$ cat src/rtl/p2s_lane_sequencer.sv
// p2s_lane_sequencer: takes one LANES*WIDTH word per handshake and shifts it out
// one bit per lane per cycle, with a one-word pending buffer for gap-free frames.
module p2s_lane_sequencer #(
  parameter int LANES     = 4,
  parameter int WIDTH     = 8,
  parameter int SEL_W     = 3,
  parameter bit MSB_FIRST = 1'b1
) (
  input  logic                     CLK,
  input  logic                     reset,
  input  logic                     in_valid,
  input  logic [LANES*WIDTH-1:0]   in_data,
  output logic                     in_ready,
  input  logic                     halt,
  output logic                     ENB,
  output logic [SEL_W-1:0]         sel,
  output logic [LANES-1:0]         data_out,
  output logic                     out_valid,
  output logic                     frame_start,
  output logic                     busy
);

  localparam logic [SEL_W-1:0] FIRST_SEL = MSB_FIRST ? SEL_W'(WIDTH - 1) : SEL_W'(0);
  localparam logic [SEL_W-1:0] LAST_SEL  = MSB_FIRST ? SEL_W'(0) : SEL_W'(WIDTH - 1);

  typedef enum logic {IDLE, RUN} state_e;

  state_e                   state_q;
  logic [SEL_W-1:0]         sel_q;
  logic [SEL_W-1:0]         sel_d;
  logic [LANES*WIDTH-1:0]   active_q;
  logic [LANES*WIDTH-1:0]   pend_q;
  logic                     pend_v_q;

  logic activeV;
  logic lastBit;
  logic adv;
  logic free;
  logic accept;

  assign activeV  = (state_q == RUN);
  assign lastBit  = activeV & (sel_q == LAST_SEL);
  assign adv      = activeV & ~halt;
  assign free     = ~activeV | (lastBit & ~halt);
  assign in_ready = ~pend_v_q;
  assign accept   = in_valid & in_ready;

  // Step direction follows the serialisation order; only used while mid-frame.
  assign sel_d = MSB_FIRST ? (sel_q - SEL_W'(1)) : (sel_q + SEL_W'(1));

  assign ENB         = reset & free & (pend_v_q | accept);
  assign sel         = sel_q;
  assign out_valid   = activeV & ~halt;
  assign frame_start = out_valid & (sel_q == FIRST_SEL);
  assign busy        = activeV | pend_v_q;

  always_comb begin
    data_out = '0;
    for (int k = 0; k < LANES; k++) begin
      if (out_valid) begin
        data_out[k] = active_q[k*WIDTH + int'(sel_q)];
      end
    end
  end

  // Pending always wins the active slot; a fresh word only goes direct when pending is empty.
  always_ff @(posedge CLK or negedge reset) begin
    if (!reset) begin
      state_q  <= IDLE;
      sel_q    <= FIRST_SEL;
      active_q <= '0;
      pend_q   <= '0;
      pend_v_q <= 1'b0;
    end else begin
      if (free) begin
        if (pend_v_q) begin
          active_q <= pend_q;
          pend_v_q <= 1'b0;
          state_q  <= RUN;
          sel_q    <= FIRST_SEL;
        end else if (accept) begin
          active_q <= in_data;
          state_q  <= RUN;
          sel_q    <= FIRST_SEL;
        end else begin
          state_q  <= IDLE;
          sel_q    <= FIRST_SEL;
        end
      end else begin
        if (adv) begin
          sel_q <= sel_d;
        end
        if (accept) begin
          pend_q   <= in_data;
          pend_v_q <= 1'b1;
        end
      end
    end
  end

endmodule

$ cat config.mk
export PLATFORM = sky130hd
export DESIGN_NAME = p2s_lane_sequencer
export DESIGN_NICKNAME = d
export VERILOG_FILES = /design/src/rtl/p2s_lane_sequencer.sv
export SDC_FILE = /design/constraint.sdc
export NUM_CORES = 1
export LEC_CHECK = 0
export CORE_ASPECT_RATIO = 0.7
export CORE_MARGIN = 2
export CORE_UTILIZATION = 35
export CTS_BUF_LIST = sky130_fd_sc_hd__clkbuf_8
export DETAILED_ROUTE_END_ITERATION = 12
export REMOVE_ABC_BUFFERS = 1
export SLEW_MARGIN = 0
export SYNTH_ARGS = -nofsm -noshare
export SYNTH_HDL_FRONTEND = slang
export SYNTH_SLANG_ARGS = --single-unit
$ cat constraint.sdc
create_clock -name CLK -period 2.7 [get_ports CLK]
set_clock_uncertainty 0.15 [all_clocks]
set_input_delay 0.54 -clock CLK [delete_from_list [all_inputs] [get_ports CLK]]
set_output_delay 0.54 -clock CLK [all_outputs]
set_load 0.1 [all_outputs]
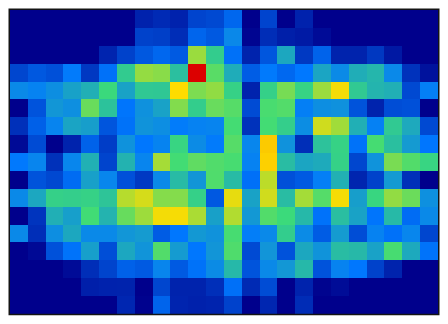
run_1/metal_density.png
24 x 17 tiles, from dark blue (low) to red (high), scaled to the fullest tile. Values are wire area over tile area, all layers added.
nearly empty tiles	19%
fullest tile	0.38
mean over tiles	0.097
tiles over half the peak	14%

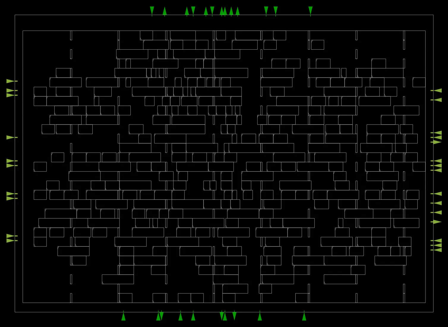
run_1/placement.png
Well Taps: 124
flip-flops: 69
core area: 9220 um^2

==> Slide: Implementation Results, run 1 <==
Run Summary

Die
  – Boundary Pins: 48
  – Std-Cell Rows: 29
  – DIE AREA: 10500 um^2
  – Die H: 86.2 um

Critical path
  – CP required: 2.01 ns
  – Crit Path Max Fanout: 3
  – R2r worst-path depth: 6
  – Critical Path Max Stage Delay: 0.44 ns
  – RR Endpoint: active_q[7]$_DFFE_PN0P_
  – CP top delay family: buffers and inverters
  – CP bufs+invs: 2

Yosys
  – Top cells by area: dfrtp_1, mux2_2, mux2i_1
  – Ys flop type: dfrtp_1
  – Distinct lib cells: 29
  – Syn Std Cell Area: 3380 um^2
  – Ys flops: 69

Detailed routing
  – Routed WL per cell: 15.4 um

CTS
  – Clk sinks: 69
  – Hold Buf Count CTS: 0
  – Worst-Skew Late Latency: 0.34 ns

Final layout
  – Fraction of layout cells with a size suffix above 1: 0.479
  – Bufs w/o clock: 61
  – Biggest Area Class: sequential cells
  – Final non-filler cell total: 429
  – Inverters: 3
  – Clk_buf instances: 11

Timing
  – Max Slew Vio Count: 0
  – Post-layout min period: 2.63 ns
  – RSZ-0062 raised after global routing: yes
  – Minimum hold slack: 0.266 ns
  – Final setup viols: 0
  – Final hold viol count: 0
  – Least-Margin Pin Slew: 0.869 ns

Pwr
  – LEAKAGE: 1.93 nW
  – Worst vdd ir: 0.000375 V

Flow run
  – Tool warning count: 28
  – Max-cap violation count: 0

Global routing
  – GRT Util Overall: 0.138

Placed design
  – Post-DP HPWL: 4.38 mm

Run status
  – Status: finished, final reports clean
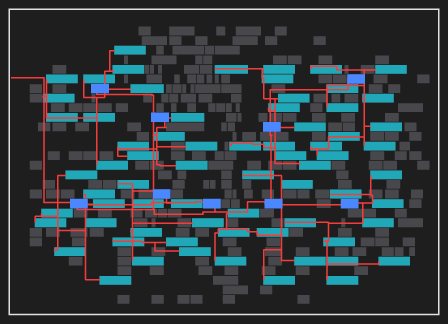
run_1/clk_routes.png
[red] clock wires | length: 908 um
[blue] clock drivers | count: 9
[cyan] flip-flops | count: 69
routed clock nets	10

[run 1: worst max path at each step]
stage | to | slack, ns | cells past startpoint
after global routing | data_out[3] | -0.005 | 5
after global placement | ENB | 0.05 | 5
after detailed placement | ENB | 0.04 | 5
final | ENB | 0.07 | 5
after floorplan | data_out[0] | -1.02 | 2
after CTS | ENB | 0.03 | 6
[run 1: report_power, final]
group,internal [W],switching (W),total [W]
sequential,0.00153,0.000257,0.00179
combinational,0.00108,0.000984,0.00206
clock,0.000464,0.000362,0.000826
[run 1: metal layers]
metal  GRT usage  part of all wire  wire, um  up-vias
met5           0                 0         0        -
met4      0.0470            0.0083        55        0
met3      0.0480             0.046       304        4
met2       0.210              0.45      2970       36
met1       0.185              0.49      3270     1005
li1            -                 -         -      989
[run 1: worst reg2reg max path: stages (launching register included)]
cell     delay (ns)
dfstp_2        0.40
inv_2          0.08
ha_4           0.14
or3b_4         0.39
a21oi_4        0.20
buf_4          0.37
mux2_2         0.39
[run 1: cells in the mapped netlist (4+ instances only)]
cell type,number
nor2b_1,6
mux2i_1,16
nand3_1,4
and4_1,4
clkbuf_1,5
a22oi_1,4
nand2_1,7
dfrtp_1,66
mux2_2,94
[run 1: cells by family (layout without fill, tap and decap cells)]
group,after synthesis,in the layout,share of synthesized area
multiplexers,112,112,0.367
AND/OR/NAND/NOR,32,32,0.0570
adder cells (fa/ha/maj),3,3,0.0111
AND-OR/OR-AND,9,9,0.0211
buffers and inverters,18,80,0.0311
flip-flops,69,69,0.512
[run 1: what timing repair did]
item,in CTS,in global routing
resized,1,6
cloned,0,0
setup buffers,1,1
endpoints found under the setup margin,3,2
pin swaps,0,3
[run 1: registers in the layout (all words and copies together) (netlist names)]
signal    cells
active_q     32
pend_v_q      1
sel           3
activeV       1
pend_q       32
==> run 2, diff against run 1 <==
Settings changed: CTS_CLUSTER_DIAMETER set to 60.
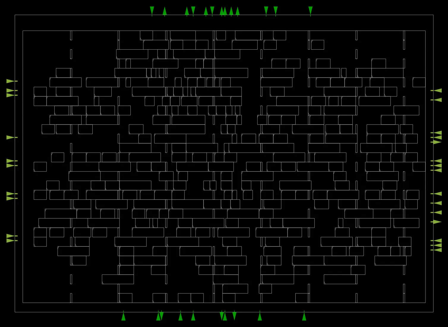
run_2/placement.png
sequential cell area share: 0.397
Std-Cell Rows: 29
final non-filler cell total: 429

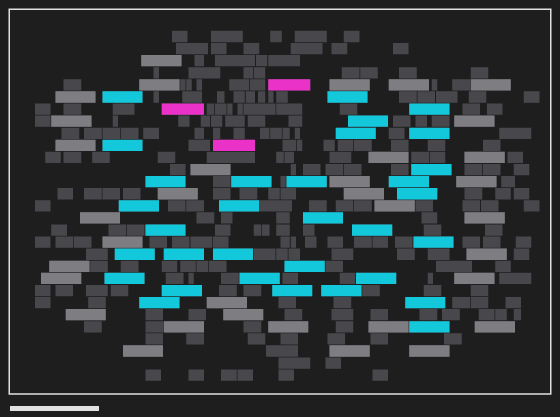
run_2/flops_by_reg.png
Bar = 20 um.
colour	name in the netlist	sequential cells
magenta	`sel`	3
cyan	`active_q`	32
not coloured	34

==> run 2 against run 1 <==
Global-route usage is the same. Clock-buffer cell count is the same. First-iteration DRC count is the same. Flip-flop count is the same. Synthesized area is the same. Utilization is the same. Highest routed layer unchanged.
==> Slide: Implementation Results, run 2 <==
Run Summary

Yosys
  – Synth top cell by count: mux2_2 (unchanged)
  – Syn Std Cell Area: 3380 um^2 (unchanged)
  – Largest logic family: multiplexers (unchanged)
  – Top cells by count, synth: mux2_2, dfrtp_1, mux2i_1 (unchanged)
  – Distinct lib cells: 29 (unchanged)
  – Top cells by area: dfrtp_1, mux2_2, mux2i_1 (unchanged)
  – Mux frac, synth: 0.367 (unchanged)
  – Adder share: 0.0111 (unchanged)
  – Post-synthesis simple-gate area fraction: 0.0570 (unchanged)
  – Ys flop type: dfrtp_1 (unchanged)
  – Ys flops: 69 (unchanged)

Global routing
  – GRT Util Overall: 0.138 (unchanged)

Critical path
  – CP required: 2.01 ns (about the same)
  – Crit Path Max Fanout: 3 (unchanged)
  – Critical Path Max Stage Delay: 0.44 ns (about the same)
  – CP bufs+invs: 2 (unchanged)
  – R2r worst-path depth: 6 (unchanged)
  – Critical Path Stages: 5 (unchanged)
  – CP top delay family: buffers and inverters (unchanged)

Die
  – Boundary Pins: 48 (unchanged)
  – Die H: 86.2 um (unchanged)
  – Core area: 9220 um^2 (unchanged)

Final layout
  – Fraction of layout cells with a size suffix above 1: 0.479 (unchanged)

Timing
  – Final hold viol count: 0 (unchanged)
  – Final setup viols: 0 (unchanged)
  – Minimum hold slack: 0.266 ns (unchanged)
  – Post-layout min period: 2.63 ns (unchanged)
  – Max Slew Vio Count: 0 (unchanged)
  – Least-Margin Pin Slew: 0.869 ns (unchanged)

Placed design
  – Post-DP HPWL: 4.38 mm (unchanged)

Pwr
  – Worst vdd ir: 0.000375 V (unchanged)

Detailed routing
  – Routed WL per cell: 15.4 um (unchanged)
  – Final antenna-violating net count: 0 (unchanged)

Run status
  – Status: finished, final reports clean (unchanged)
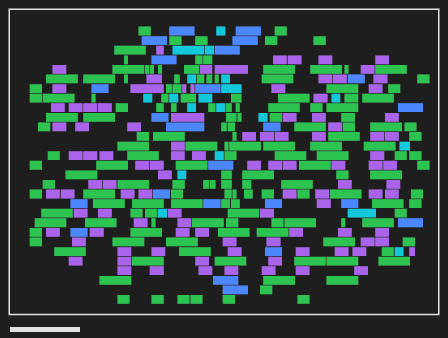
run_2/sizes.png
Bar = 20 um.
colour	size	cells	share
purple	_2 cells	103	34%
green	_0 and _1 cells	159	52%
blue	_6 and larger	24	7.9%
cyan	_3 and _4 cells	19	6.2%

run 2: worst paths after layout:
path,from,end,slack [ns]
worst min-delay path,reset,pend_q[8]$_DFFE_PN0P_,0.27
max in group asynchronous,reset,active_q[23]$_DFFE_PN0P_,1.55
worst min register to register,active_q[30]$_DFFE_PN0P_,active_q[30]$_DFFE_PN0P_,0.35
min in group CLK,active_q[30]$_DFFE_PN0P_,active_q[30]$_DFFE_PN0P_,0.35
worst max-delay path,halt,ENB,0.07
worst max register to register,sel[1]$_DFFE_PN1P_,active_q[7]$_DFFE_PN0P_,0.47
run 2: final cells by class:
| type | instances | share of cell area |
|---|---|---|
| flip-flops and latches | 69 | 0.397 |
| multi-input cells | 156 | 0.361 |
| repair buffers | 61 | 0.159 |
| well taps | 124 | 0.0356 |
| clock buffers | 11 | 0.0348 |
| clock inverters | 5 | 0.0103 |
| inverters | 3 | 0.00259 |
run 2: where the power goes:
part	internal, W	switching [W]
registers	0.00153	0.000257
logic	0.00108	0.000984
clock network	0.000464	0.000362
run 2: metal layers:
metal  track usage  part of all wire
met4        0.0470            0.0083
met1         0.185              0.49
met3        0.0480             0.046
met5             0                 0
met2         0.210              0.45
run 2: timing repair:
action	4_1_cts	5_1_grt
endpoints found under the setup margin	3	2
buffers inserted	1	1
pin swaps	0	3
gates resized	1	6
hold buffers	0	0
run 2: metrics by stage:
stage	area (um^2)	std cells	util
5_1_grt	4350	429	0.472
6_report	4350	429	0.472
3_5_place_dp	4120	411	0.447
3_3_place_gp	4120	411	0.447
4_1_cts	4320	428	0.469
2_1_floorplan	3280	228	-
run 2: worst reg2reg max path, cell delays in order (launching register included):
cell,delay (ns)
dfstp_2,0.40
inv_2,0.08
ha_4,0.14
or3b_4,0.39
a21oi_4,0.20
buf_4,0.37
mux2_2,0.39
No activity file was given, so power comes from the tool's default toggle rates.
